**src/rtl/if_fetch_unit.sv**
```systemverilog
// Instruction-fetch stage: owns the PC, selects next-PC sources and
// holds a fetched word across pipeline stalls.
module if_fetch_unit #(
    parameter logic [31:0] RESET_PC = 32'h0000_0000
) (
    input  logic        clk,
    input  logic        reset,
    input  logic        pc_write,
    input  logic        branch_taken,
    input  logic [31:0] branch_target,
    input  logic        jump,
    input  logic [25:0] jump_adr,
    input  logic [31:0] jump_pc4,
    input  logic        jr,
    input  logic [31:0] jr_target,
    output logic        imem_req,
    output logic [31:0] imem_addr,
    input  logic [31:0] imem_rdata,
    input  logic        imem_ready,
    output logic [31:0] is,
    output logic        is_valid,
    output logic [31:0] pc_plus4F,
    output logic        fetch_wait
);

    typedef enum logic {
        S_FETCH,
        S_HOLD
    } state_t;

    state_t      state;
    state_t      state_nx;
    logic [31:0] pc;
    logic [31:0] pc_nx;
    logic [31:0] hold_buf;
    logic [31:0] hold_nx;
    logic [31:0] pc_seq;
    logic [31:0] target;
    logic        redirect;

    assign pc_seq    = pc + 32'd4;
    assign pc_plus4F = pc_seq;
    assign imem_addr = pc;
    assign redirect  = pc_write & (jr | jump | branch_taken);

    always_comb begin
        target = pc_seq;
        priority case (1'b1)
            jr:           target = jr_target;
            jump:         target = {jump_pc4[31:28], jump_adr, 2'b00};
            branch_taken: target = branch_target;
            default:      target = pc_seq;
        endcase
    end

    always_ff @(posedge clk or posedge reset) begin
        if (reset) begin
            state    <= S_FETCH;
            pc       <= RESET_PC;
            hold_buf <= 32'h0;
        end else begin
            state    <= state_nx;
            pc       <= pc_nx;
            hold_buf <= hold_nx;
        end
    end

    // Outputs are forced quiet while reset is held, independent of state.
    always_comb begin
        state_nx   = state;
        pc_nx      = pc;
        hold_nx    = hold_buf;
        imem_req   = 1'b0;
        is         = 32'h0;
        is_valid   = 1'b0;
        fetch_wait = 1'b0;
        if (!reset) begin
            case (state)
                S_FETCH: begin
                    imem_req = 1'b1;
                    if (redirect) begin
                        pc_nx = target;
                    end else if (imem_ready) begin
                        is       = imem_rdata;
                        is_valid = 1'b1;
                        if (pc_write) begin
                            pc_nx = pc_seq;
                        end else begin
                            hold_nx  = imem_rdata;
                            state_nx = S_HOLD;
                        end
                    end else begin
                        fetch_wait = 1'b1;
                    end
                end
                S_HOLD: begin
                    is       = hold_buf;
                    is_valid = 1'b1;
                    if (redirect) begin
                        pc_nx    = target;
                        state_nx = S_FETCH;
                    end else if (pc_write) begin
                        pc_nx    = pc_seq;
                        state_nx = S_FETCH;
                    end
                end
                default: state_nx = S_FETCH;
            endcase
        end
    end

endmodule

```
**config.mk**
```make
export PLATFORM = sky130hd
export DESIGN_NAME = if_fetch_unit
export DESIGN_NICKNAME = d
export VERILOG_FILES = /design/src/rtl/if_fetch_unit.sv
export SDC_FILE = /design/constraint.sdc
export NUM_CORES = 1
export LEC_CHECK = 0
export CORE_ASPECT_RATIO = 1.1
export CORE_UTILIZATION = 39
export DETAILED_ROUTE_END_ITERATION = 6
export HOLD_SLACK_MARGIN = 0.08
export PLACE_DENSITY = 0.92
export SKIP_CTS_REPAIR_TIMING = 1
export SLEW_MARGIN = 10
export SYNTH_ARGS = -nofsm -noshare
export SYNTH_HDL_FRONTEND = slang
export SYNTH_SLANG_ARGS = --single-unit
export TNS_END_PERCENT = 50
```
**constraint.sdc**
```tcl
create_clock -name clk -period 3.9 [get_ports clk]
set_clock_uncertainty 0.05 [all_clocks]
set_input_delay 0.39 -clock clk [delete_from_list [all_inputs] [get_ports clk]]
set_output_delay 0.39 -clock clk [all_outputs]
set_load 0.03 [all_outputs]
```
Run 1, placement density heat map:
Scale: 2 px per um. 11 x 12 tiles, from dark purple (low) to yellow (high), 0 to 100% covered.
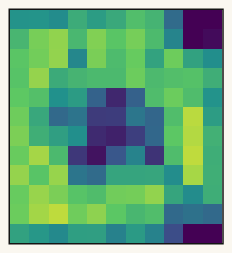
emptiest ninth of the die = center
mean over tiles = 57%
fullest tile = 90%
nearly empty tiles = 3.8%
initial standard-cell utilization of the core: 40.30%
floorplan core area: 11540 um2
Final Util: 62.73%

Run 1, sizing map:
Scale: 4 px per um.
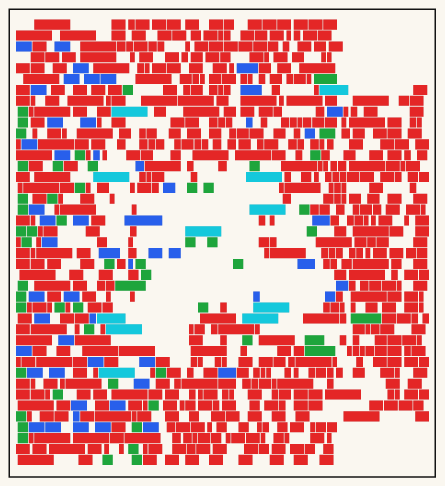
x6 and larger -> cyan  # cells 11, share 1.5%
x3 and x4 -> green  # cells 54, share 7.3%
x2 -> blue  # cells 53, share 7.1%
x1 and smaller -> red  # cells 624, share 84%

==> flow_summary.toml, run 1 <==
# yosys + openroad results
[run]
stage_log_warnings = 54
max_cap_viol_count = 0

[place]
dp_slack_ps = 731.2
postPlaceCellArea_um2 = 6977

[setup_path]
timing.critical_path.arrival_ps = 3080
timing.rr.end = "imem_addr[15]"
timing.critical_path.buf_inv = 1
critical_path.startpoint = "imem_addr[2]"

[synth]
enable_flop_cells = 0
ys_async_sr_fraction_pct = 100.0
ys_cells = 525
post_synth_most_frequent_cells = "dfrtp_1, nor2_1, nand2_1, o21ai_0"
post_synth_instance_area_um2 = 4652
most_frequently_used_cell_type_in_the_post_synthesis_netlist = "dfrtp_1"

[pwr]
cellLeakagePower_uw = 0.002978
power_uw = 3150
powerSeq_uw = 1030

[cells_and_area]
num-nets-final = 899
design.seq.count = 65

[sta]
slew_headroom_pct = 30.05
setup_tns_ps = 0
maxSlewViolCount = 0
final.period_utilization_pct = 90.37
setup-violations-final = 0
finalHoldWorstSlack_ps = 454.8

[outcome]
run_status = "completed"

[drt]
routed_vias = 4916
firstDrtPassIters = 4
routed-wl-met2_mm = 7.602
totalWireLength_mm = 15.37

[global_routing]
grt_use_met2_pct = 43.72
globalRoute.busiestLayer = "met2"
grtUsageTotal_pct = 24.48
Run 1, port wiring:
Scale: 3 px per um.
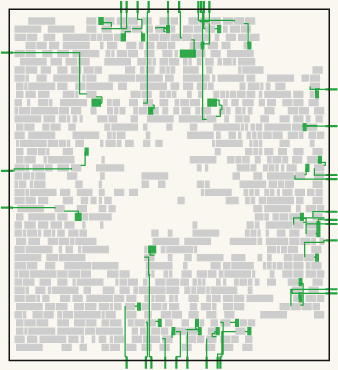
jr_target -> green  # bits 32, direction input, edge 10 north, 10 east, 9 south, 3 west, end cells 32, buffers 32, wire 586 um

==> inputs of run 2 (changes only) <==
--- a/config.mk
+++ b/config.mk
@@ -10,8 +10,8 @@
 export DETAILED_ROUTE_END_ITERATION = 6
 export HOLD_SLACK_MARGIN = 0.08
 export PLACE_DENSITY = 0.92
+export RECOVER_POWER = 100
 export SKIP_CTS_REPAIR_TIMING = 1
-export SLEW_MARGIN = 10
 export SYNTH_ARGS = -nofsm -noshare
 export SYNTH_HDL_FRONTEND = slang
 export SYNTH_SLANG_ARGS = --single-unit
Run 2, the clock network:
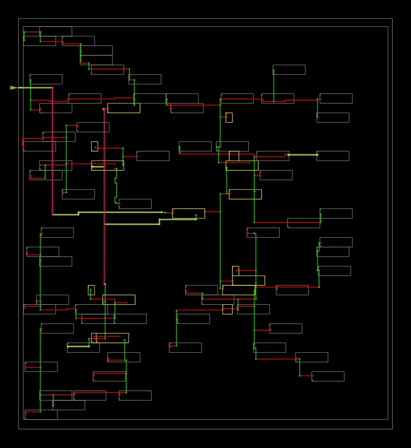
clock network latency to the later pin of the worst-skew pair: 320 ps
CTS Buf Count: 9

==> flow_summary.toml, run 2 <==
# yosys + openroad results
[pwr]
cellLeakagePower_uw = 0.002867
power_uw = 3060
powerSeq_uw = 1030
largestPowerGroup = "combinational logic"
sw_ratio_pct = 39.93

[outcome]
run_status = "complete, but fails checks"
failed_checks = "max-capacitance violations, max-slew violations"

[sta]
final.period_utilization_pct = 92.47
setup-violations-final = 0
maxSlewViolCount = 108
setup_tns_ps = 0
slew_headroom_pct = -28.89
finalHoldWorstSlack_ps = 452.5

[drt]
drtAntennaViolNets = 0
firstDrtPassIters = 4
routed_vias = 4916
routed-wl-met2_mm = 7.581
totalWireLength_mm = 15.32
dr.first_iter.drc_count = 203

[place]
rd_place_congestion = 0.7995
postPlaceCellArea_um2 = 6977

[cells_and_area]
num-nets-final = 899
layout.cells.largest_class = "logic gates"
n_all_inverters = 13
area_share_clock_buf_inv_pct = 3.731
seqAreaFraction_pct = 22.98
design.seq.count = 65
final_core_utilization_pct = 61.31

[global_routing]
globalRoute.busiestLayer = "met2"
grtUsageTotal_pct = 24.48
grt_use_met2_pct = 43.72

[min_path]
hp_class = "flop to flop"

[synth]
enable_flop_cells = 0
post_synth_most_frequent_cells = "dfrtp_1, nor2_1, nand2_1, o21ai_0"
post_synth_instance_area_um2 = 4652
ys_async_sr_fraction_pct = 100.0
ys_cells = 525
syn_avg_cell_area_um2 = 8.861
most_frequently_used_cell_type_in_the_post_synthesis_netlist = "dfrtp_1"

[setup_path]
timing.critical_path.buf_inv = 1
setup_slack_on_the_worst_flop_to_flop_path_ps = 700
critical_path.startpoint = "imem_addr[2]"
timing.rr.end = "imem_addr[24]"
timing.critical_path.arrival_ps = 3170

[floorplanning]
die_height_um = 116.5
floorplan_core_area_um2 = 11540
boundaryPins = 260
fp_util_pct = 40.30

[run]
max_cap_viol_count = 2
stage_log_warnings = 54
Run 2, sizing map:
Scale: 4 px per um.
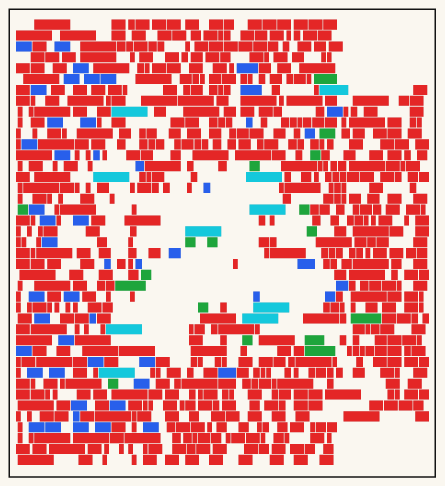

==> inputs of run 3 (changes only) <==
--- a/config.mk
+++ b/config.mk
@@ -5,11 +5,12 @@
 export SDC_FILE = /design/constraint.sdc
 export NUM_CORES = 1
 export LEC_CHECK = 0
+export ABC_AREA = 1
 export CORE_ASPECT_RATIO = 1.1
-export CORE_UTILIZATION = 39
+export CORE_UTILIZATION = 40
 export DETAILED_ROUTE_END_ITERATION = 6
 export HOLD_SLACK_MARGIN = 0.08
-export PLACE_DENSITY = 0.92
+export PLACE_DENSITY = 0.93
 export RECOVER_POWER = 100
 export SKIP_CTS_REPAIR_TIMING = 1
 export SYNTH_ARGS = -nofsm -noshare
Run 3, sizing map:
Scale: 4 px per um.
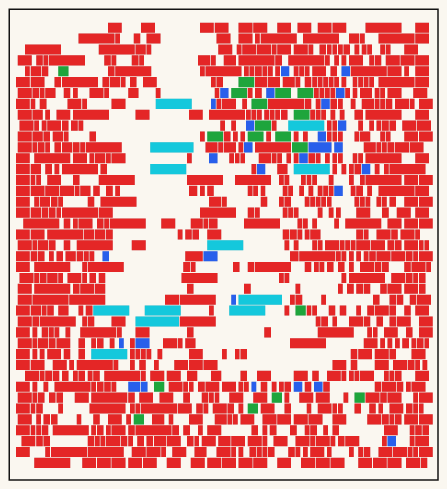
x1 and smaller -> red  # cells 889, share 94%
x6 and larger -> cyan  # cells 12, share 1.3%
x2 -> blue  # cells 29, share 3.1%
x3 and x4 -> green  # cells 18, share 1.9%

==> flow_summary.toml, run 3 <==
# yosys + openroad results
[outcome]
run_status = "completed"

[floorplanning]
die_height_um = 117.3
floorplan_core_area_um2 = 11640
fp_util_pct = 41.52

[cells_and_area]
num-nets-final = 1106
n_all_inverters = 69

[global_routing]
globalRoute.busiestLayer = "met2"
grt_use_met2_pct = 47.50

[pwr]
powerSeq_uw = 979
cellLeakagePower_uw = 0.003431
largestPowerGroup = "combinational logic"

[setup_path]
timing.rr.end = "imem_addr[11]"
timing.critical_path.arrival_ps = 2970
setup_slack_on_the_worst_flop_to_flop_path_ps = 910

[drt]
routed_vias = 5695
firstDrtPassIters = 5
totalWireLength_mm = 16.97
routed-wl-met2_mm = 8.323
drtAntennaViolNets = 0

[synth]
post_synth_instance_area_um2 = 4835
syn_avg_cell_area_um2 = 6.560
ys_async_sr_fraction_pct = 100.0
post_synth_most_frequent_cells = "nand2_1, o21ai_0, a21oi_1, dfrtp_1"

[sta]
slew_headroom_pct = 17.61
finalHoldWorstSlack_ps = 431.4

[run]
max_cap_viol_count = 0

[cts]
cts_inserted_buffers = 9

[place]
dp_slack_ps = 784.3
